==> run_1/layer_met3.png <==
Bar = 20 um.
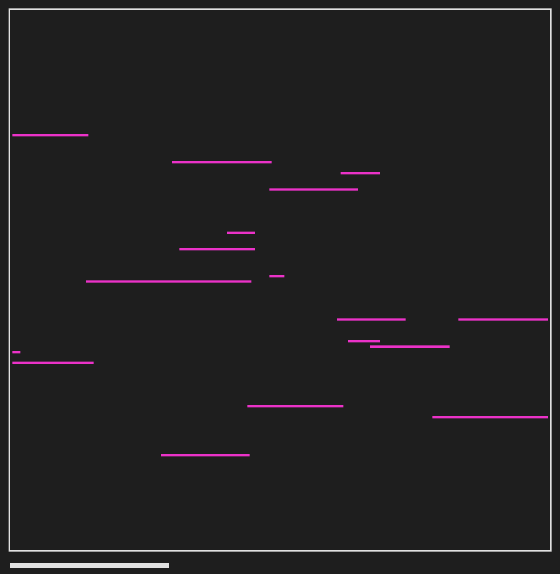
==> run_1/placement_by_type.png <==
Fill, decap, tap and diode cells in grey.
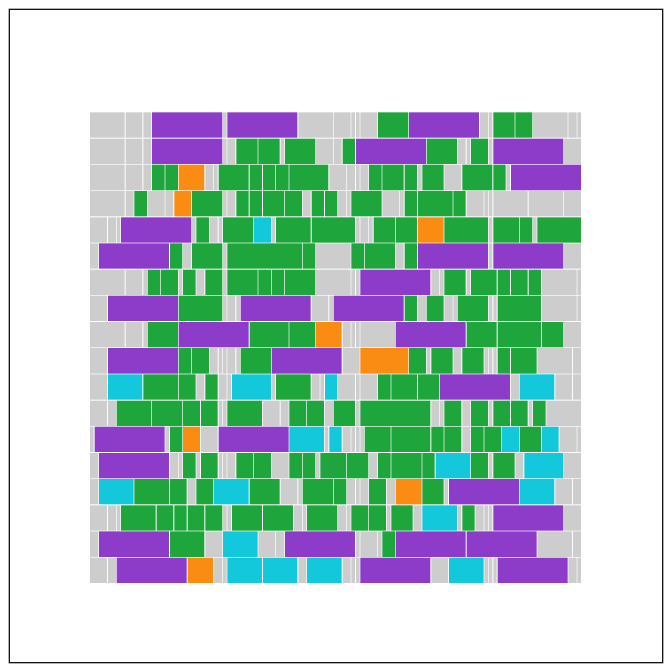
==> run_1/layer_met1.png <==
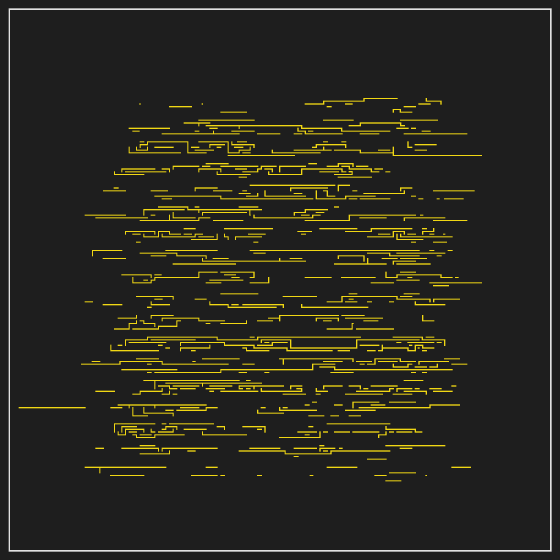
Design uart_tx_flat, sky130hd; sources not shown.
==> Changelog: implementation, run 1 <==
## Flow update

* Status: finished clean
* Vias per cell at 5.67
* R2r worst-path depth at 6
* Max-slew violation count at 0
* Max Root-Sink Buffers at 2
* EDFF count, synth at 0
* Sequential share of power at 56.2%
* Routed len/inst at 13.3 um
* Cycle use final at 65.2%
* Drt pass-1 iters at 4
* Worst vdd ir at 458 uV
* Yosys stat area at 1630 um2
* FMAX at 489 MHz
* TritonCTS buffer count at 5
* Internal Power at 0.574 mW
* Register area share after synthesis at 39.3%
* Number of global-route vias before repair at 1268
* Max_cap viols at 0
* Setup WS post-layout at 1.09 ns
* Yosys warns at 0
* Yosys cell types at 42
* Non-filler cells, final at 237
* Switching power total at 0.191 mW
Back to the opening pictures, layer_met3.png:
nets with wire on the layer = 12
share of all routed wire = 4.8%
longest straight run = 20.5 um
final wirelength: 3140 um
M3 GR Usage: 5.79%
via count: 1343

Back to the opening pictures, placement_by_type.png:
sequential cells -> purple  # cells 32, share of their area 35%
remaining buffers and delay cells -> cyan  # cells 20, share of their area 9.6%
clock drivers and dummy loads -> orange  # cells 8, share of their area 3.4%
combinational and other logic -> green  # cells 147, share of their area 52%
Rows: 18
final core utilization: 74.4%
post-route cell area: 1860 um2
core area: 2500 um2

Back to the opening pictures, layer_met1.png:
nets with wire on the layer = 207
share of all routed wire = 47%
wire length on this layer = 1490 um
longest straight run = 21.2 um
met1 Usage GRT: 18.3%

## run 1: kinds of logic (layout without fill, tap and decap cells)
logic type / Yosys count / in the layout / share of synthesized area, %
fa+ha+maj: 4 / 4 / 3.07
simple gates: 88 / 88 / 29.1
buf+inv: 11 / 32 / 3.68
compound gates: 31 / 31 / 13.9
flops: 32 / 32 / 39.3
mux: 2 / 2 / 1.30
xor+xnor: 18 / 18 / 9.66
## run 1: area by class of cell
cell class	count	area [um2]
Inverter	4	15.0
Clock buffer	6	51.3
Clock inverter	2	10.0
Multi-Input combinational cell	143	931
Sequential cell	32	641
Timing Repair Buffer	13	130
Buffer	7	45.0
Tap cell	30	37.5
Fill cell	194	639
## run 1: per-layer routing
metal  routed length (um)  track usage, %  up-vias
li1                     -               -      685
met1                 1490            18.3      626
met2                 1440            24.7       24
met3                  151            5.79        8
met4                   55            7.05        0
met5                    0               0        -
## run 1: cells in the final DEF, fill, tap and decap left out, types with 2 or more instances in the layout
master / count
xnor2_1: 12
dfxtp_1: 32
clkinv_2: 2
clkbuf_1: 2
buf_6: 2
nor2b_1: 4
nand3b_1: 3
ha_1: 4
nor3_1: 2
buf_2: 3
nand2_1: 22
a32oi_1: 2
clkbuf_4: 5
or3_1: 2
nor2_2: 2
inv_1: 4
xor2_1: 6
o21ai_0: 13
a21oi_1: 4
nor2_1: 20
nand3_1: 13
o211a_1: 7
clkdlybuf4s50_1: 13
nand2b_1: 4
and2_1: 2
nor4_1: 2
## run 1: synthesized netlist by cell type (3+ instances only)
library cell  instances
dfxtp_1              32
nand2_1              22
nor2_1               20
nand3_1              13
o21ai_0              13
xnor2_1              12
o211a_1               7
xor2_1                6
a21oi_1               4
ha_1                  4
inv_1                 4
nand2b_1              4
nor2b_1               4
buf_2                 3
nand3b_1              3
## run 1: power by group through the flow
stage          Combinational (mW)  Sequential [mW]  Clock, mW
3_3_place_gp               0.0861            0.438          0
4_1_cts                    0.0886            0.430      0.257
3_5_place_dp               0.0880            0.439          0
5_1_grt                    0.0976            0.431      0.272
6_report                   0.0883            0.430      0.247
2_1_floorplan              0.0578            0.438          0
## run 1: worst max-delay path, cell delays in order
cell	delay, ns
clkdlybuf4s50_1	0.45
nand2_1	0.07
or2_4	0.24
a211oi_4	0.34
buf_6	0.19
nand3_1	0.08
o211a_1	0.13
==> run_1/metal_density.png <==
Bar = 20 um. The die is cut into 14 by 14 equal tiles; dark blue is low, red is high, scaled to the fullest tile. Values are wire area over tile area, all layers added.
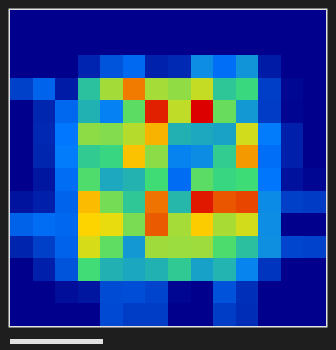

==> run 2: changes to the inputs <==
- CORE_UTILIZATION: 61 -> 51
- PLACE_DENSITY: 0.81 -> 0.73
- clock period: 3.14 -> 1.72 ns (I/O delays scaled with it)
==> run_2/metal_density.png <==
Bar = 20 um. The die is cut into 15 by 15 equal tiles; dark blue is low, red is high, scaled to the fullest tile. Values are wire area over tile area, all layers added.
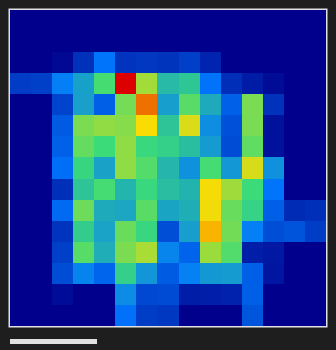
fullest tile = 0.47
tiles over half the peak = 16%
nearly empty tiles = 40%
emptiest ninth of the die = upper right
routed len/inst: 12.7 um
GRT Overall Usage: 13.4%
final wirelength: 3230 um
via count: 1339

==> run 2 against run 1 <==
Largest cell class unchanged; critical path depth down 6; first-iteration DRC count down 30%; die size up 15%; non-clock buffer count up 4; clock skew down 0.0039 ns; global-route usage down 2.2 points; synthesized area unchanged; largest power group unchanged; clock-buffer cell count up 2.
==> Changelog: implementation, run 2 <==
## Flow update

* Worst vdd ir at 638 uV (+39%)
* Drt pass-1 iters at 4 (unchanged)
* Register area share after synthesis at 39.3% (unchanged)
* Switching power total at 0.334 mW (+75%)
* Non-filler cells, final at 255 (+7.6%)
* Yosys warns at 0 (unchanged)
* FMAX at 609 MHz
* Setup WS post-layout at 0.0775 ns (-1.02 ns)
* Cycle use final at 95.5%
* TritonCTS buffer count at 5 (unchanged)
* Core area at 3050 um2 (+22%)
* Crit-path cells: clkdlybuf4s50_1
* Max_cap viols at 0 (unchanged)
* Yosys stat area at 1630 um2 (unchanged)
* EDFF count, synth at 0 (unchanged)
* Gr busiest metal: met2
* Yosys top cell by instances: dfxtp_1
* Commonest Layout Cell: dfxtp_1
* Top Family by Delay on Critical Path: buffers and inverters
* Number of global-route vias before repair at 1294 (+2.1%)
* CP max stage delay at 0.54 ns (+0.09 ns)
* Yosys cell types at 42 (unchanged)
* Max-slew violation count at 0 (unchanged)
* Slowest-stage cell, CP: clkdlybuf4s50_1
* Status: finished clean
* Rows at 20 (+2)
* Met2 Use GR at 21.8% (-3.0 points)
* Sequential share of power at 56.0% (-0.2 points)
* Count of buffer and inverter cells on the critical path at 1 (-1)
* Internal Power at 1.07 mW (+86%)
* Post-synth top cells: dfxtp_1 (32), nand2_1 (22), nor2_1 (20), nand3_1 (13), o21ai_0 (13)
==> run_2/layer_met3.png <==
Bar = 20 um.
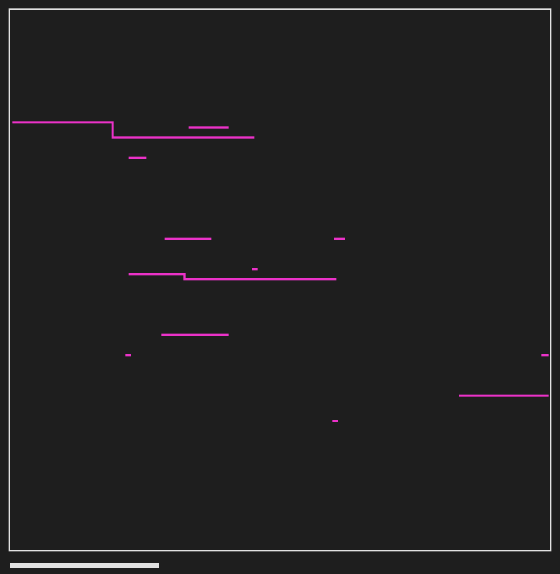
longest straight run = 20.2 um
wire length on this layer = 98.6 um
nets with wire on the layer = 7
share of all routed wire = 3.1%
main direction = horizontal
M3 GR Usage: 3.44%

[run 2: cell counts after synthesis]
No cell type changed its count.
[run 2: power groups by stage]
stage	Clock, mW	Combinational [mW]	Sequential (mW)
2_1_floorplan	0	0.106	0.799
3_3_place_gp	0	0.157	0.799
3_5_place_dp	0	0.161	0.800
4_1_cts	0.460	0.163	0.783
5_1_grt	0.490	0.193	0.786
6_report	0.440	0.176	0.783
[run 2: metrics by stage]
stage	hold WS [ns]	TNS [ns]
detailed placement	0.470	-3.09
global route	0.513	0
CTS	0.489	0
finish	0.482	0
global placement	0.464	-2.72
floorplan	0.445	0
[run 2: per-layer routing]
layer / vias up / routed length (um)
met4: 0 / 68
met5: - / 0
li1: 693 / -
met2: 15 / 1560
met1: 623 / 1500
met3: 8 / 98
[run 2: logic make-up (layout without fill, tap and decap cells)]
| family | count (synthesis) | after routing | share of synthesized area (%) |
|---|---|---|---|
| AND/OR/NAND/NOR | 88 | 88 | 29.1 |
| flip-flops | 32 | 32 | 39.3 |
| AND-OR/OR-AND | 31 | 31 | 13.9 |
| XOR/XNOR | 18 | 18 | 9.66 |
| buffers and inverters | 11 | 36 | 3.68 |
| adder cells (fa/ha/maj) | 4 | 4 | 3.07 |
| multiplexers | 2 | 2 | 1.30 |
[run 2: layout make-up]
type	instances	area [um2]
Clock buffer	8	58.8
Timing Repair Buffer	17	160
Multi-Input combinational cell	143	955
Inverter	4	15.0
Buffer	7	45.0
Sequential cell	32	643
Tap cell	44	55.1
Fill cell	303	1120
[run 2: what timing repair did]
action                                  CTS  global route
setup buffers                             0             3
endpoints found under the setup margin    0             4
endpoints found under the hold margin     0             0
gates resized                             0             8
hold buffers                              0             0
No activity file was given, so power comes from the tool's default toggle rates.
